File: config.mk
export PLATFORM = sky130hd
export DESIGN_NAME = pc_ras_unit
export DESIGN_NICKNAME = d
export VERILOG_FILES = /design/src/rtl/pc_ras_unit.sv
export SDC_FILE = /design/constraint.sdc
export NUM_CORES = 1
export LEC_CHECK = 0
export CORE_MARGIN = 5
export CORE_UTILIZATION = 54
export DETAILED_ROUTE_END_ITERATION = 6
export GPL_TIMING_DRIVEN = 0
export PLACE_DENSITY = 0.82
export SYNTH_ARGS = -nofsm -noshare
export SYNTH_HDL_FRONTEND = slang
export SYNTH_SLANG_ARGS = --single-unit
File: constraint.sdc
create_clock -name clock_i -period 11.65 [get_ports clock_i]
set_input_delay 1.7475 -clock clock_i [delete_from_list [all_inputs] [get_ports clock_i]]
set_output_delay 1.7475 -clock clock_i [all_outputs]
set_load 0.01 [all_outputs]
File: src/rtl/pc_ras_unit.sv
// Program counter with hold/inc/load/branch/call/return and a circular return-address stack.
// Latency 1 cycle; no backpressure, enable_i=0 freezes all state.
module pc_ras_unit #(
  parameter int unsigned      WIDTH        = 32,
  parameter logic [WIDTH-1:0] RESET_VECTOR = '0,
  parameter int unsigned      STEP         = 1,
  parameter int unsigned      OFF_W        = 16,
  parameter int unsigned      RAS_DEPTH    = 8,
  localparam int unsigned     CNT_W        = $clog2(RAS_DEPTH + 1)
) (
  input  logic             clock_i,
  input  logic             clear_i,
  input  logic             enable_i,
  input  logic [2:0]       mode_i,
  input  logic             cond_i,
  input  logic [WIDTH-1:0] d_i,
  input  logic [OFF_W-1:0] offset_i,
  output logic [WIDTH-1:0] pc_o,
  output logic [CNT_W-1:0] ras_count_o,
  output logic             ras_empty_o,
  output logic             ras_full_o,
  output logic             ras_err_o
);

  localparam int unsigned PTR_W = (RAS_DEPTH > 1) ? $clog2(RAS_DEPTH) : 1;

  localparam logic [2:0] MODE_HOLD   = 3'b000;
  localparam logic [2:0] MODE_INC    = 3'b001;
  localparam logic [2:0] MODE_LOAD   = 3'b010;
  localparam logic [2:0] MODE_BRANCH = 3'b011;
  localparam logic [2:0] MODE_CALL   = 3'b100;
  localparam logic [2:0] MODE_RET    = 3'b101;

  localparam logic [WIDTH-1:0] STEP_W  = WIDTH'(STEP);
  localparam logic [PTR_W-1:0] PTR_MAX = PTR_W'(RAS_DEPTH - 1);
  localparam logic [CNT_W-1:0] CNT_MAX = CNT_W'(RAS_DEPTH);

  logic [WIDTH-1:0] pc_q, pc_d;
  logic [PTR_W-1:0] wp_q, wp_d;
  logic [CNT_W-1:0] cnt_q, cnt_d;
  logic             err_q, err_d;
  logic [WIDTH-1:0] ras_q [RAS_DEPTH];

  logic             push;
  logic [WIDTH-1:0] pc_plus_step;
  logic [WIDTH-1:0] off_sext;
  logic [PTR_W-1:0] wp_inc;
  logic [PTR_W-1:0] wp_dec;
  logic             stack_empty;
  logic             stack_full;

  assign pc_plus_step = pc_q + STEP_W;
  assign off_sext     = WIDTH'($signed(offset_i));
  // Pointer wraps explicitly so non-power-of-two depths behave as mod D.
  assign wp_inc       = (wp_q == PTR_MAX) ? '0 : wp_q + PTR_W'(1);
  assign wp_dec       = (wp_q == '0) ? PTR_MAX : wp_q - PTR_W'(1);
  assign stack_empty  = (cnt_q == '0);
  assign stack_full   = (cnt_q == CNT_MAX);

  always_comb begin
    pc_d  = pc_q;
    wp_d  = wp_q;
    cnt_d = cnt_q;
    err_d = err_q;
    push  = 1'b0;
    if (enable_i) begin
      case (mode_i)
        MODE_HOLD: pc_d = pc_q;
        MODE_INC:  pc_d = pc_plus_step;
        MODE_LOAD: pc_d = d_i;
        MODE_BRANCH: begin
          // Displacement is taken from the current pc, not the incremented one.
          pc_d = cond_i ? (pc_q + off_sext) : pc_plus_step;
        end
        MODE_CALL: begin
          push = 1'b1;
          pc_d = d_i;
          wp_d = wp_inc;
          if (stack_full) begin
            err_d = 1'b1;
          end else begin
            cnt_d = cnt_q + CNT_W'(1);
          end
        end
        MODE_RET: begin
          if (stack_empty) begin
            pc_d  = pc_plus_step;
            err_d = 1'b1;
          end else begin
            pc_d  = ras_q[wp_dec];
            wp_d  = wp_dec;
            cnt_d = cnt_q - CNT_W'(1);
          end
        end
        default: pc_d = pc_q;
      endcase
    end
  end

  always_ff @(posedge clock_i or posedge clear_i) begin
    if (clear_i) begin
      pc_q  <= RESET_VECTOR;
      wp_q  <= '0;
      cnt_q <= '0;
      err_q <= 1'b0;
    end else begin
      pc_q  <= pc_d;
      wp_q  <= wp_d;
      cnt_q <= cnt_d;
      err_q <= err_d;
    end
  end

  // A push while full lands on the oldest slot, which is exactly where wp points.
  always_ff @(posedge clock_i or posedge clear_i) begin
    if (clear_i) begin
      for (int i = 0; i < RAS_DEPTH; i++) begin
        ras_q[i] <= '0;
      end
    end else if (push) begin
      ras_q[wp_q] <= pc_plus_step;
    end
  end

  assign pc_o        = pc_q;
  assign ras_count_o = cnt_q;
  assign ras_empty_o = stack_empty;
  assign ras_full_o  = stack_full;
  assign ras_err_o   = err_q;

endmodule
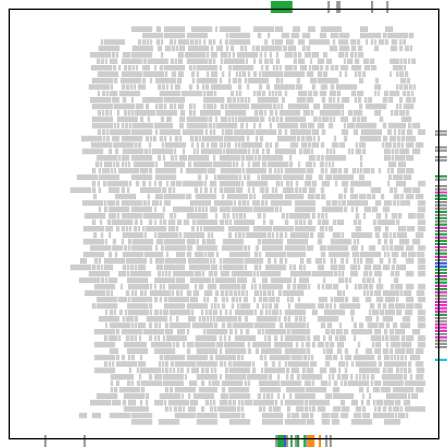
*Pin placement*
Pins as bars across the die edge, other pins in gray.
[`ras_count_o`] orange | pins: 4 | direction: output | edge: bottom
[`enable_i`] cyan | pins: 1 | direction: input | edge: right
[`offset_i`] magenta | pins: 16 | direction: input | edge: right
[`mode_i`] blue | pins: 3 | direction: input | edge: 2 right, 1 bottom
[`d_i`] green | pins: 32 | direction: input | edge: 16 right, 10 top, 6 bottom
all pins by edge: 60 right, 19 bottom, 15 top

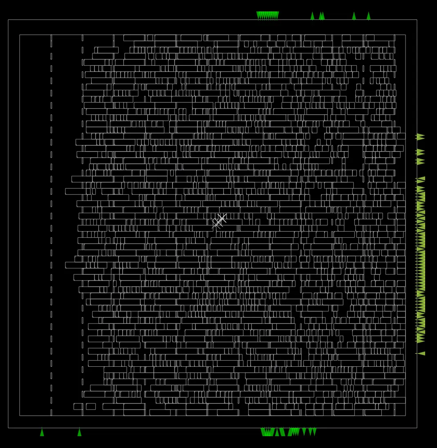
*Cell placement*
core box area: 28,800 sq um
Cell Count, Final, Fillers Out: 2,269
num rows: 62
Util after Layout: 63.3%

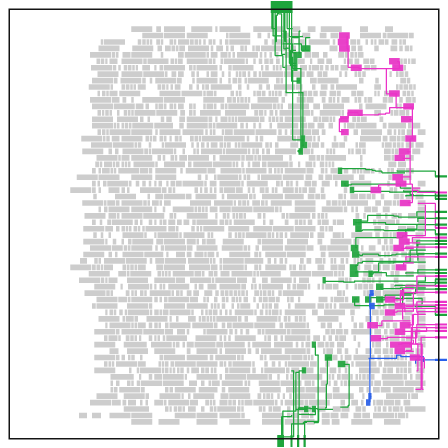
*Nets reached from selected ports*
[`enable_i`] blue | bits: 1 | direction: input | edge: right | end cells: 4 | buffers: 1 | wire: 86.2 um
[`offset_i`] magenta | bits: 16 | direction: input | edge: right | end cells: 36 | buffers: 16 | wire: 651 um
[`d_i`] green | bits: 32 | direction: input | edge: 16 right, 10 top, 6 bottom | end cells: 32 | buffers: 32 | wire: 1,320 um

==> CHANGELOG.md <==
## Implementation

- Clk pin slew, worst setup/hold paths: around 0.06 ns
- And+or+nand+nor area frac: 16.9%
- Yosys stat area: ~16,000 sq um
- Post-synth EDFFs: 0
- Post-cts resize count: 0
- Slew @ Worst Pin: around 1.4 ns
- Yosys cell count: 1,735
- Nets at Floorplan: ~1,800
- Status: complete, but fails checks
- DRT Pass-1 Iters: 7
- Max IR drop VDD: 0.140 mV
- Post-CTS Setup Bufs: 0
- Placed cells: roughly 2,200
- Max-cap violations: 0
- Fin Setup TNS: 0 ns
- Startpoint Class: primary input
- Synth Area in XOR/XNOR: under 10%
- Die height: around 180 um
- R2r setup slk: roughly 6.8 ns
- Die Footprint: roughly 33,000 sq um
- R2R cell count: 12
- CTS tree: done
- FF-to-FF Start: wp_q[0]
- Hold Path Stages: 2
- Sequential group power: between 0.0015 and 0.002 W
- Drt first-iter violations: ~2,100
- Hold Path Class: reg2reg
- Global route overflow: 0
- Slowest stage delay, CP: between 1 and 1.5 ns
- P_clk: 0.000971 W
- Routability cong.: between 0.9 and 1
- Most instantiated cells after synthesis: dfrtp_1, nand2_1, a21oi_1, nor2_1, o21ai_0
- Hold endpoint: ras_q[83]
- Critical path class: in2reg
- Clock tree buffer depth: 3
- CP Cell Sequence: clkdlybuf4s50_1 -> nor2b_1 -> nand2_1 -> or3_1 -> clkbuf_1 -> nor3_1 -> clkbuf_1 -> nor2_1 -> a21oi_1
- Post-synthesis async set-or-reset flop share: 100%
- ANT nets after route: 0
- Die Wd: 181 um
- CP arrival: between 5 and 6 ns
- Worst path top cell family by delay: simple AND/OR/NAND/NOR gates
- Max-slew violations: 0
- Mapped Avg Cell Area: 9.08 sq um
- GRT met2 Usage: approximately half
- Most frequent logic cell in the layout: dfrtp_1
- RSZ-0062 raised after global routing: false
- Vias after detailed routing: between 10,000 and 15,000
- CP dominant cell by count: clkbuf_1
- Mux area share: 6.35%
- Vias in the first global route: about 14,000
- NetSw: roughly 0.0023 W
- Met1 Use GR: 40.3%
- # hold bufs at CTS: 0
- Final WS setup: between 6 and 7 ns
- Failing checks: DRC
- Hold Slack: roughly 0.48 ns
- Fin area: between 15,000 and 20,000 sq um
- Area growth syn-to-layout: 15.6%
- Synth Cell Area: around 16,000 sq um
- Initial antenna violation count: 1
- Worst EP required: between 10 and 15 ns
- Share of cells above drive strength 1: approximately 5.8%
- Flop pwr share: 34.4%
- Maximum fanout along the worst path: 10
- Hold Violations, Final: 0
- Worst Clk Skew: about 0.013 ns
- Complex Gates by Area: approximately 20%
- M3 GR Usage: between 6 and 7%
- Power Total: 0.00521 W
- Relative slew slack: roughly 4.7%
- Pre-CTS setup slack: ~6.3 ns
- Drt drc: 5
- DR vias/cell: 6.49
- CTS sink cnt: between 200 and 300
- Static leakage: around 7.6 nW
- Syn Inst Count: roughly 1,700
- Top pwr grp: combinational cells
- Max Clk Rate: a little over 200 MHz
- Area leader share: a little under half
- Kind of end point of the critical path: flop
- Largest cells by area after synthesis: dfrtp_1, a21oi_1, nand2_1
- P_comb: about 0.0025 W
- CTS buffer count: 30
- Cell type with the largest total area: dfrtp_1
- Yosys top cell by instances: dfrtp_1
- Gr busiest metal: met2
- Adder Share, Synth: 3.27%
- Synth Register Bits: a little under 300
- Seq/Total Area, Yosys: between 40 and 50%
- Clk root buf: clkbuf_16
- ANT cells: 0
- Log Warnings: 29
- Period utilisation layout: a little over two fifths
- HPWL after DPL: 37,000 um
- Combinational share of power: approximately 47%
- Hold Path Origin: ras_q[83]
- Total GRT Usage: 30.3%
- Largest net degree at the start of global routing: between 100 and 150
- Stages on worst setup path: 9
- Placed inst area: ~17,000 sq um
- Final setup viols: 0
- Commonest cells after routing, fill and taps aside: dfrtp_1, nand2_1, nor2_1, a21oi_1, o21ai_0
- FP Util: a little over half
- Unique cell types: 70
- Post-layout minimum cycle time: approximately 4.9 ns
- Met3 WL post-DR: 4980 um
- Reg-to-reg endpoint: pc_o[26]
- Port Buf Inserts: between 90 and 100
- Ys flop type: dfrtp_1
- Buf+Inv Stages, Crit Path: 3
- YS warnings: 0
- Detail Route met2 WL: ~23,000 um
- # IOs: 94
- Fill cell count: ~2,300
- Internal power: around 0.003 W
- Top non-seq family: AND-OR/OR-AND gates
- M1 WL: about 20,000 um
- CP max stage cell: nor3_1
- Switching Share: 43.3%
- # nets final: 1,956
- H-tree depth: 1
- First-pass GRT wire length: 79,800 um
- Topmost layer with routed signal wires: met5
- Pwr Density: around 290 nW/um^2
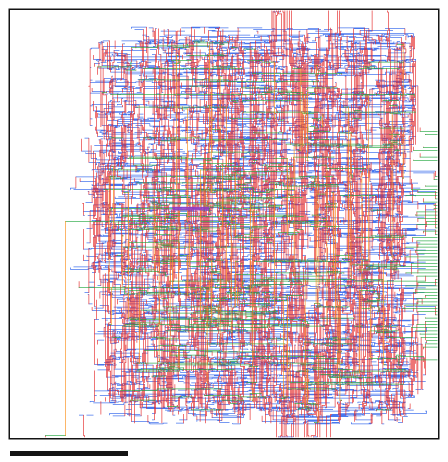
*Routed metal, one color a layer*
Bar = 50 um.
[M3] green | wire length: 4,980 um
[M4] orange | wire length: 2,530 um
[M2] red | wire length: 23.2 mm
[M1] blue | wire length: 20.3 mm
[M5] purple | wire length: 13.8 um
wire length per cell: 22.5 um
Routed WL: 51,000 um

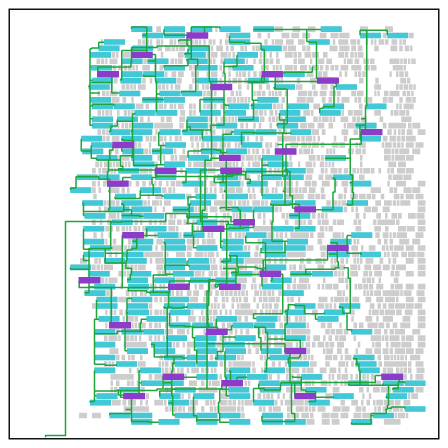
*Clock network drawn from the DEF*
[flip-flops] cyan | count: 296
[clock-net drivers] purple | count: 30
[clock wires] green | length: 3,580 um
routed clock nets: 31
clk ins delay skew pair: 0.56 ns
Clock power frac: 18.6%

[area by class of cell]
class	count	area, sq um	share of cell area (%)
Sequential cell	296	7410	40.7
Tap cell	384	480	2.64
Clock inverter	11	93.8	0.515
Clock buffer	45	898	4.93
Inverter	22	90.1	0.495
Timing Repair Buffer	94	976	5.36
Buffer	118	453	2.49
Multi-Input combinational cell	1299	7810	42.9
[worst max-delay path by stage]
stage	startpoint	endpoint
after floorplan	clear_i	pc_o[0]
after global placement	clear_i	pc_o[26]
after detailed placement	offset_i[15]	pc_o[31]
after CTS	offset_i[15]	pc_o[31]
after global routing	offset_i[15]	pc_o[31]
final	mode_i[2]	ras_q[255]
[flip-flops by register name, summed over array words and instances, names as in the netlist]
register and count:
ras_err_o 1, wp_q 3, ras_count_o 4, ras_q 256, pc_o 32
Power is estimated from default activity; no workload was simulated.
